<file path="src/rtl/ma_multi_controller.sv">
// Memory-access controller: reads the ARF base, adds the offset, starts the MRF or VRF
// datamovers and reports completion (or a watchdog timeout) back to the front end.
module ma_multi_controller #(
    parameter int NUM_OF_DDR4     = 4,
    parameter int DDR4_ADDRWIDTH  = 36,
    parameter int ARF_ADDRWIDTH   = 5,
    parameter int VRF_ADDRWIDTH   = 10,
    parameter int MRF_ADDRWIDTH   = 6,
    parameter int NUM_MRF_CH      = 4,
    parameter int MRF_CHUNK_BYTES = 2048,
    parameter int VRF_BYTES       = 128,
    parameter int BTT_WIDTH       = 15,
    parameter int ARF_RD_LAT      = 2,
    parameter int TIMEOUT_CYCLES  = 65535
) (
    input  logic                                 clk,
    input  logic                                 rst_n,
    input  logic [NUM_OF_DDR4-1:0]               ma_ddr4_calib_complete_i,
    output logic                                 ma_ddr4_linkup_o,
    input  logic                                 ma_cmd_valid_i,
    output logic                                 ma_cmd_ready_o,
    input  logic                                 ma_select_v_m_i,
    input  logic                                 ma_v_load_or_store_i,
    input  logic [VRF_ADDRWIDTH-1:0]             ma_v_m_reg_i,
    input  logic [ARF_ADDRWIDTH-1:0]             ma_a_reg_i,
    input  logic [DDR4_ADDRWIDTH-1:0]            ma_a_offset_i,
    output logic                                 ma_done_o,
    output logic                                 ma_err_o,
    output logic                                 arf_en_o,
    output logic                                 arf_we_o,
    output logic [ARF_ADDRWIDTH-1:0]             arf_addr_o,
    input  logic [DDR4_ADDRWIDTH-1:0]            arf_dout_i,
    output logic [NUM_MRF_CH-1:0]                mrf_start_o,
    output logic [NUM_MRF_CH*DDR4_ADDRWIDTH-1:0] mrf_src_axi_addr_o,
    output logic [MRF_ADDRWIDTH-1:0]             mrf_dst_bram_addr_o,
    input  logic [NUM_MRF_CH-1:0]                mrf_done_i,
    output logic                                 vrf_ldr_start_o,
    output logic [DDR4_ADDRWIDTH-1:0]            vrf_ldr_src_axi_addr_o,
    output logic [VRF_ADDRWIDTH-1:0]             vrf_ldr_dst_bram_addr_o,
    input  logic                                 vrf_ldr_done_i,
    output logic                                 vrf_str_start_o,
    output logic [DDR4_ADDRWIDTH-1:0]            vrf_str_dst_axi_addr_o,
    output logic [VRF_ADDRWIDTH-1:0]             vrf_str_src_bram_addr_o,
    input  logic                                 vrf_str_done_i,
    output logic [BTT_WIDTH-1:0]                 byte_to_trans_o
);

    // state      | meaning
    // WAIT_CALIB | waiting for every DDR4 to report calibration
    // IDLE       | ready for a command
    // ARF_RD     | ARF read in flight, base captured after ARF_RD_LAT cycles
    // CALC       | effective address = base + offset
    // START      | clear sticky done, launch datamover(s)
    // WAIT_DONE  | collect done inputs, watchdog running
    // RESP       | report completion (and timeout)
    typedef enum logic [2:0] {
        S_WAIT_CALIB, S_IDLE, S_ARF_RD, S_CALC, S_START, S_WAIT_DONE, S_RESP
    } state_t;

    localparam logic [2:0]  ARF_LAST = 3'(ARF_RD_LAT);
    localparam logic [31:0] WD_LAST  = 32'(TIMEOUT_CYCLES - 1);

    state_t state_q, state_d;

    logic                          sel_m_q, ls_q, to_q, vrf_sticky_q;
    logic [VRF_ADDRWIDTH-1:0]      row_q;
    logic [DDR4_ADDRWIDTH-1:0]     off_q, base_q, eff_q;
    logic [2:0]                    arf_cnt_q;
    logic [31:0]                   wd_cnt_q;
    logic [NUM_MRF_CH-1:0]         mrf_sticky_q;
    logic [NUM_MRF_CH*DDR4_ADDRWIDTH-1:0] mrf_addr_d;

    logic hs, vrf_done_sel, complete, timeout;

    assign arf_we_o     = 1'b0;
    assign hs           = ma_cmd_valid_i & ma_cmd_ready_o;
    assign vrf_done_sel = ls_q ? vrf_str_done_i : vrf_ldr_done_i;
    assign complete     = sel_m_q ? (&(mrf_sticky_q | mrf_done_i)) : (vrf_sticky_q | vrf_done_sel);
    assign timeout      = (TIMEOUT_CYCLES != 0) && (wd_cnt_q == WD_LAST);

    always_comb begin
        mrf_addr_d = '0;
        for (int k = 0; k < NUM_MRF_CH; k++) begin
            mrf_addr_d[k*DDR4_ADDRWIDTH +: DDR4_ADDRWIDTH] =
                eff_q + DDR4_ADDRWIDTH'(k * MRF_CHUNK_BYTES);
        end
    end

    always_comb begin
        state_d = state_q;
        case (state_q)
            S_WAIT_CALIB: if (&ma_ddr4_calib_complete_i) state_d = S_IDLE;
            S_IDLE:       if (hs) state_d = S_ARF_RD;
            S_ARF_RD:     if (arf_cnt_q == ARF_LAST) state_d = S_CALC;
            S_CALC:       state_d = S_START;
            S_START:      state_d = S_WAIT_DONE;
            S_WAIT_DONE:  if (complete || timeout) state_d = S_RESP;
            S_RESP:       state_d = S_IDLE;
            default:      state_d = S_WAIT_CALIB;
        endcase
    end

    always_ff @(posedge clk or negedge rst_n) begin
        if (!rst_n) begin
            state_q                 <= S_WAIT_CALIB;
            sel_m_q                 <= 1'b0;
            ls_q                    <= 1'b0;
            to_q                    <= 1'b0;
            vrf_sticky_q            <= 1'b0;
            row_q                   <= '0;
            off_q                   <= '0;
            base_q                  <= '0;
            eff_q                   <= '0;
            arf_cnt_q               <= '0;
            wd_cnt_q                <= '0;
            mrf_sticky_q            <= '0;
            ma_ddr4_linkup_o        <= 1'b0;
            ma_cmd_ready_o          <= 1'b0;
            ma_done_o               <= 1'b0;
            ma_err_o                <= 1'b0;
            arf_en_o                <= 1'b0;
            arf_addr_o              <= '0;
            mrf_start_o             <= '0;
            mrf_src_axi_addr_o      <= '0;
            mrf_dst_bram_addr_o     <= '0;
            vrf_ldr_start_o         <= 1'b0;
            vrf_ldr_src_axi_addr_o  <= '0;
            vrf_ldr_dst_bram_addr_o <= '0;
            vrf_str_start_o         <= 1'b0;
            vrf_str_dst_axi_addr_o  <= '0;
            vrf_str_src_bram_addr_o <= '0;
            byte_to_trans_o         <= '0;
        end else begin
            state_q <= state_d;
            if (state_q == S_WAIT_CALIB && state_d == S_IDLE) ma_ddr4_linkup_o <= 1'b1;
            // ready drops in the same edge that accepts a command
            ma_cmd_ready_o <= (state_q == S_IDLE) && (state_d == S_IDLE);
            arf_en_o       <= (state_q == S_IDLE) && hs;
            if (state_q == S_IDLE && hs) begin
                sel_m_q    <= ma_select_v_m_i;
                ls_q       <= ma_v_load_or_store_i;
                row_q      <= ma_v_m_reg_i;
                off_q      <= ma_a_offset_i;
                arf_addr_o <= ma_a_reg_i;
                arf_cnt_q  <= '0;
            end
            if (state_q == S_ARF_RD) begin
                arf_cnt_q <= arf_cnt_q + 3'd1;
                if (arf_cnt_q == ARF_LAST) base_q <= arf_dout_i;
            end
            if (state_q == S_CALC) eff_q <= base_q + off_q;

            mrf_start_o     <= (state_q == S_START && sel_m_q) ? '1 : '0;
            vrf_ldr_start_o <= (state_q == S_START) && !sel_m_q && !ls_q;
            vrf_str_start_o <= (state_q == S_START) && !sel_m_q && ls_q;
            if (state_q == S_START) begin
                mrf_sticky_q <= '0;
                vrf_sticky_q <= 1'b0;
                wd_cnt_q     <= '0;
                to_q         <= 1'b0;
                if (sel_m_q) begin
                    mrf_src_axi_addr_o  <= mrf_addr_d;
                    mrf_dst_bram_addr_o <= row_q[MRF_ADDRWIDTH-1:0];
                    byte_to_trans_o     <= BTT_WIDTH'(MRF_CHUNK_BYTES);
                end else begin
                    byte_to_trans_o <= BTT_WIDTH'(VRF_BYTES);
                    if (ls_q) begin
                        vrf_str_dst_axi_addr_o  <= eff_q;
                        vrf_str_src_bram_addr_o <= row_q;
                    end else begin
                        vrf_ldr_src_axi_addr_o  <= eff_q;
                        vrf_ldr_dst_bram_addr_o <= row_q;
                    end
                end
            end
            if (state_q == S_WAIT_DONE) begin
                mrf_sticky_q <= mrf_sticky_q | (sel_m_q ? mrf_done_i : '0);
                vrf_sticky_q <= vrf_sticky_q | (!sel_m_q && vrf_done_sel);
                wd_cnt_q     <= wd_cnt_q + 32'd1;
                // a real completion on the last watchdog cycle wins over the timeout
                to_q         <= timeout && !complete;
            end
            ma_done_o <= (state_q == S_RESP);
            ma_err_o  <= (state_q == S_RESP) && to_q;
        end
    end

endmodule
</file>
<file path="config.mk">
export PLATFORM = sky130hd
export DESIGN_NAME = ma_multi_controller
export DESIGN_NICKNAME = d
export VERILOG_FILES = /design/src/rtl/ma_multi_controller.sv
export SDC_FILE = /design/constraint.sdc
export NUM_CORES = 1
export LEC_CHECK = 0
export CORE_UTILIZATION = 49
export CTS_CLUSTER_DIAMETER = 40
export CTS_CLUSTER_SIZE = 14
export DETAILED_ROUTE_END_ITERATION = 12
export GPL_TIMING_DRIVEN = 1
export HOLD_SLACK_MARGIN = 0.12
export PLACE_DENSITY = 0.77
export SYNTH_ARGS = -nofsm -noshare
export SYNTH_HDL_FRONTEND = slang
export SYNTH_SLANG_ARGS = --single-unit
</file>
<file path="constraint.sdc">
create_clock -name clk -period 7.21 [get_ports clk]
set_input_delay 1.442 -clock clk [delete_from_list [all_inputs] [get_ports clk]]
set_output_delay 1.442 -clock clk [all_outputs]
set_load 0.005 [all_outputs]
</file>
Figure 1. Metal 1 (run 1).
Scale bar: 50 um. Supply wires on this layer in grey.
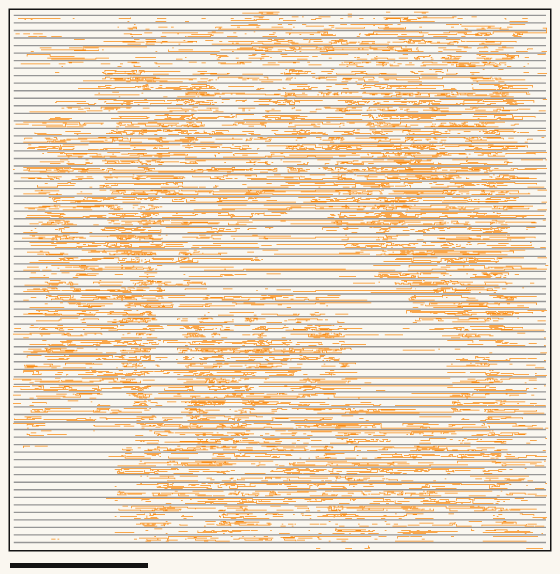
share of all routed wire: 44%
main direction: horizontal
wire length on this layer: 21.8 mm
nets with wire on the layer: 2082

Figure 2. Signal wires on met2 (run 1).
Scale bar: 50 um.
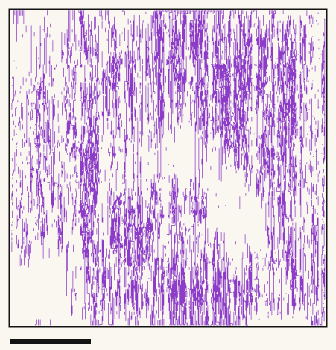
main direction: vertical
wire length on this layer: 23.5 mm
share of all routed wire: 47%
longest straight run: 96.6 um

==> results.sh, run 1 <==
# flow metrics
export IMPL_clkTransAtPathRegs_ns=0.06
export IMPL_num_nets_final=2358
export IMPL_row_count=70
export IMPL_yosysUniqueCellTypes=70
export IMPL_drt_iter0_markers=1129
export IMPL_r2r_end="vrf_str_src_bram_addr_o[5]"
export IMPL_critical_path_top_delay_family="simple AND/OR/NAND/NOR gates"
export IMPL_layout_setup_ws_ns=3.409
export IMPL_cp_startpoint="state_q[2]"
export IMPL_reg2reg_from="state_q[2]"
export IMPL_hold_slack_ns=0.4643
export IMPL_p_sw_share_pct=37.70
export IMPL_htreeDepth=2
export IMPL_grt_pass1_wl_um=80100
export IMPL_nWellTaps=468
export IMPL_drtPass1Iterations=5
export IMPL_mux_share_pct=5.829
export IMPL_met1_usage_pct=36.67
export IMPL_cp_endpoint="vrf_str_src_bram_addr_o[5]"
export IMPL_logic_gates=1380
export IMPL_place_gp_congestion=0.8809
export IMPL_post_route_util_pct=64.10
export IMPL_comb_share_pct=33.07
export IMPL_fill_cells=2995
export IMPL_hpwl_um=35620
export IMPL_grt_max_degree=148
export IMPL_cts_buffers_inserted=48
export IMPL_dpl_cell_count=2630
export IMPL_top_cells_by_area="dfrtp_1, nand2_1, mux2_2, o21ai_0, ha_1"
export IMPL_outcome="finished, final reports clean"
export IMPL_hold_depth=1
export IMPL_powerClk_mw=2.44
export IMPL_aoi_share_pct=9.425
export IMPL_period_used_pct=52.72
export IMPL_wl_met1_um=21790
export IMPL_synth_warnings=0
export IMPL_setup_worst_path_start_class="flop"
export IMPL_highest_layer="met4"
export IMPL_ant_nets=0
export IMPL_ys_async_sr_fraction_pct=100.0
export IMPL_largest_reg_flops=109
export IMPL_drive_above_1_share_pct=8.933
export IMPL_rr_worst_depth=9
export IMPL_met2_usage_pct=42.57
export IMPL_ff_type="dfrtp_1"
export IMPL_slew_headroom_pct=24.49
export IMPL_yosys_area_top_type_share_pct=52.88
export IMPL_synth_seq_share_pct=52.88
export IMPL_die_h_um=195.1
Figure 3. The metal 3 layer (run 1).
Cells faint in the background.
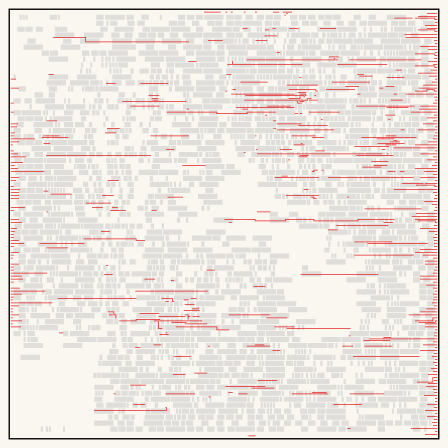
main direction: horizontal
nets with wire on the layer: 333
share of all routed wire: 6.0%
longest straight run: 56.8 um
wire length on this layer: 3000 um
GR Util met3: 3.713%
final WL: 49990 um
via count: 14771

--- run 2 (diff from run 1) ---
--- a/config.mk
+++ b/config.mk
@@ -5,7 +5,7 @@
 export SDC_FILE = /design/constraint.sdc
 export NUM_CORES = 1
 export LEC_CHECK = 0
-export CORE_UTILIZATION = 49
+export CORE_UTILIZATION = 47
 export CTS_CLUSTER_DIAMETER = 40
 export CTS_CLUSTER_SIZE = 14
 export DETAILED_ROUTE_END_ITERATION = 12
==> constraint.sdc (replaced) <==
create_clock -name clk -period 3.4 [get_ports clk]
set_input_delay 0.68 -clock clk [delete_from_list [all_inputs] [get_ports clk]]
set_output_delay 0.68 -clock clk [all_outputs]
set_load 0.005 [all_outputs]
Figure 4. Signal wires on met2 (run 2).
Scale bar: 50 um.
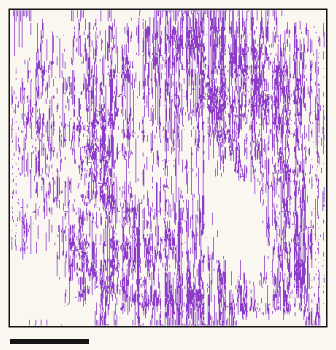
longest straight run: 78.2 um
wire length on this layer: 23.6 mm
nets with wire on the layer: 1984
main direction: vertical
share of all routed wire: 46%
via count: 14918
final WL: 50930 um

==> results.sh, run 2 <==
# flow metrics
export IMPL_num_nets_final=2383
export IMPL_cp_endpoint="eff_q[33]"
export IMPL_cp_required_ns=3.87
export IMPL_cp_num_buf_inv=0
export IMPL_clkPwrFrac_pct=23.3
export IMPL_top_cell="nand2_1"
export IMPL_ff_type="dfrtp_1"
export IMPL_cts_buffers_inserted=49
export IMPL_drtPass1Iterations=6
export IMPL_common_cells="nand2_1, dfrtp_1, o21ai_0, clkbuf_1, mux2_2"
export IMPL_yosys_area_top_type_share_pct=52.88
export IMPL_ys_async_sr_fraction_pct=100.0
export IMPL_outcome="finished, final reports clean"
export IMPL_yosysUniqueCellTypes=70
export IMPL_p_sw_share_pct=37.44
export IMPL_pg_comb_mw=10.4
export IMPL_top_cells_by_area="dfrtp_1, nand2_1, mux2_2, o21ai_0, ha_1"
export IMPL_slew_headroom_pct=26.93
export IMPL_finalHoldViolations=0
export IMPL_synth_warnings=0
export IMPL_slowest_delay_ns=0.47
export IMPL_critPathKind="flop to flop"
export IMPL_synthTopLogicFamily="simple AND/OR/NAND/NOR gates"
export IMPL_critical_path_top_delay_family="AND-OR/OR-AND gates"
export IMPL_r2r_end="eff_q[33]"
export IMPL_initCoreUtil_pct=48.16
export IMPL_die_h_um=199.1
export IMPL_drt_iter0_markers=1010
export IMPL_hold_buffers=0
export IMPL_drive_above_1_share_pct=10.14
export IMPL_ys_sh_simple_pct=19.29
export IMPL_reg2reg_from="off_q[10]"
export IMPL_drv_cap=0
export IMPL_die_area_sq_um=39660
export IMPL_cts_resized=0
export IMPL_aoi_share_pct=9.425
export IMPL_synth_seq_share_pct=52.88
export IMPL_wl_met1_um=22290
export IMPL_highest_layer="met4"
export IMPL_rr_worst_depth=9
export IMPL_slew_violations=0
export IMPL_grt_pass1_wl_um=79790
export IMPL_hold_slack_ns=0.1659
export IMPL_finalPower_mw=24.30
export IMPL_grt_max_degree=100
export IMPL_met3_usage_pct=3.038
export IMPL_period_used_pct=81.80
export IMPL_ant_nets=0
export IMPL_inv_count=23
export IMPL_cp_startpoint="off_q[10]"
export IMPL_met2_usage_pct=41.58
export IMPL_clkTransAtPathRegs_ns=0.06
export IMPL_area_growth_pct=31.23
export IMPL_powerClk_mw=5.67
export IMPL_setup_worst_path_start_class="flop"
export IMPL_row_count=71
export IMPL_layout_setup_ws_ns=0.6189
export IMPL_end_kind="flop"
export IMPL_post_route_util_pct=63.20
export IMPL_logic_gates=1380
export IMPL_finalCriticalPeriod_ns=2.781
export IMPL_cts_tree="yes"
export IMPL_mux_share_pct=5.829
export IMPL_dpl_cell_count=2697
export IMPL_hpwl_um=36740
export IMPL_lay_top_cells="nand2_1, dfrtp_1, clkdlybuf4s50_1"
export IMPL_clkCellAreaFrac_pct=7.605
export IMPL_nWellTaps=511
export IMPL_powerDensity_nw_per_um2=1013
export IMPL_htreeDepth=2
export IMPL_comb_share_pct=32.37
export IMPL_largest_reg_flops=109
export IMPL_fill_cells=3041
export IMPL_max_flop_register="mrf_src_axi_addr_o"
export IMPL_place_gp_congestion=0.8892
export IMPL_synthAdderAreaFrac_pct=3.055
Figure 5. Metal 1 (run 2).
Scale bar: 50 um. Supply wires on this layer in grey.
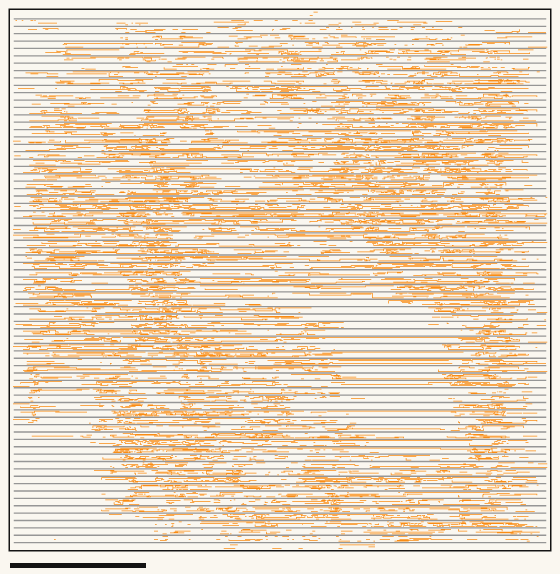
longest straight run: 73.1 um
share of all routed wire: 44%
wire length on this layer: 22.3 mm
met1 Usage GRT: 35.46%

--- run 3 (diff from run 2) ---
--- a/config.mk
+++ b/config.mk
@@ -5,7 +5,7 @@
 export SDC_FILE = /design/constraint.sdc
 export NUM_CORES = 1
 export LEC_CHECK = 0
-export CORE_UTILIZATION = 47
+export CORE_UTILIZATION = 49
 export CTS_CLUSTER_DIAMETER = 40
 export CTS_CLUSTER_SIZE = 14
 export DETAILED_ROUTE_END_ITERATION = 12
==> constraint.sdc (replaced) <==
create_clock -name clk -period 2.85 [get_ports clk]
set_input_delay 0.57 -clock clk [delete_from_list [all_inputs] [get_ports clk]]
set_output_delay 0.57 -clock clk [all_outputs]
set_load 0.005 [all_outputs]
Figure 6. M4 wires (run 3).
Scale bar: 50 um. Supply wires on this layer in grey.
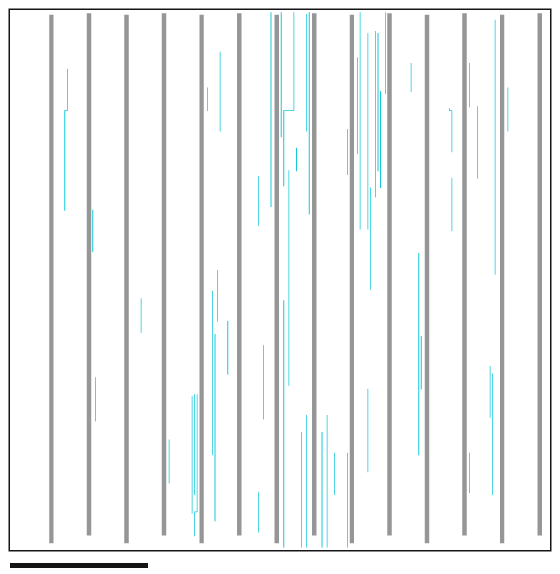
wire length on this layer: 2000 um
main direction: vertical
share of all routed wire: 3.9%

==> results.sh, run 3 <==
# flow metrics
export IMPL_outcome="finished, final reports clean"
export IMPL_hpwl_um=37170
export IMPL_top_cell="nand2_1"
export IMPL_num_vias=14960
export IMPL_clkCellAreaFrac_pct=6.824
export IMPL_die_area_sq_um=38060
export IMPL_grt_max_degree=185
export IMPL_drtPass1Iterations=5
export IMPL_wl_met1_um=22630
export IMPL_met2_usage_pct=43.39
export IMPL_cp_startpoint="off_q[10]"
export IMPL_yosys_area_top_type_share_pct=52.88
export IMPL_cts_resized=0
export IMPL_hold_buffers=1
export IMPL_post_route_util_pct=65.21
export IMPL_inv_count=23
export IMPL_critical_path_top_delay_family="AND-OR/OR-AND gates"
export IMPL_common_cells="nand2_1, dfrtp_1, o21ai_0, clkbuf_1, mux2_2"
export IMPL_powerDensity_nw_per_um2=1196
export IMPL_powerClk_mw=6.14
export IMPL_ys_async_sr_fraction_pct=100.0
export IMPL_yosysUniqueCellTypes=70
export IMPL_clkPwrFrac_pct=21.5
export IMPL_synth_seq_share_pct=52.88
export IMPL_period_used_pct=95.58
export IMPL_met1_usage_pct=37.51
export IMPL_dpl_cell_count=2670
export IMPL_rr_worst_depth=9
export IMPL_drive_above_1_share_pct=10.87
export IMPL_num_nets_final=2398
export IMPL_end_kind="flop"
export IMPL_fill_cells=2945
export IMPL_r2r_end="eff_q[33]"
export IMPL_largest_reg_flops=109
export IMPL_top_cells_by_area="dfrtp_1, nand2_1, mux2_2, o21ai_0, ha_1"
export IMPL_pg_comb_mw=12.8
export IMPL_lay_top_cells="nand2_1, dfrtp_1, clkdlybuf4s50_1"
Figure 7. The metal 3 layer (run 3).
Cells faint in the background.
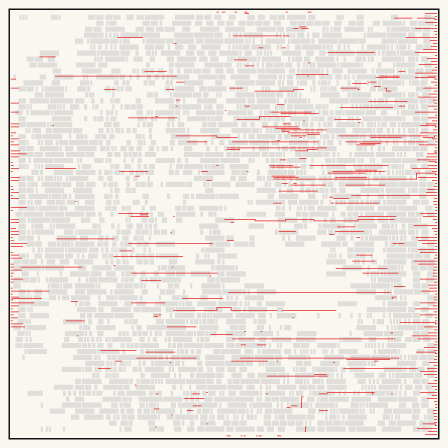
main direction: horizontal
wire length on this layer: 2930 um
share of all routed wire: 5.7%
longest straight run: 74.1 um

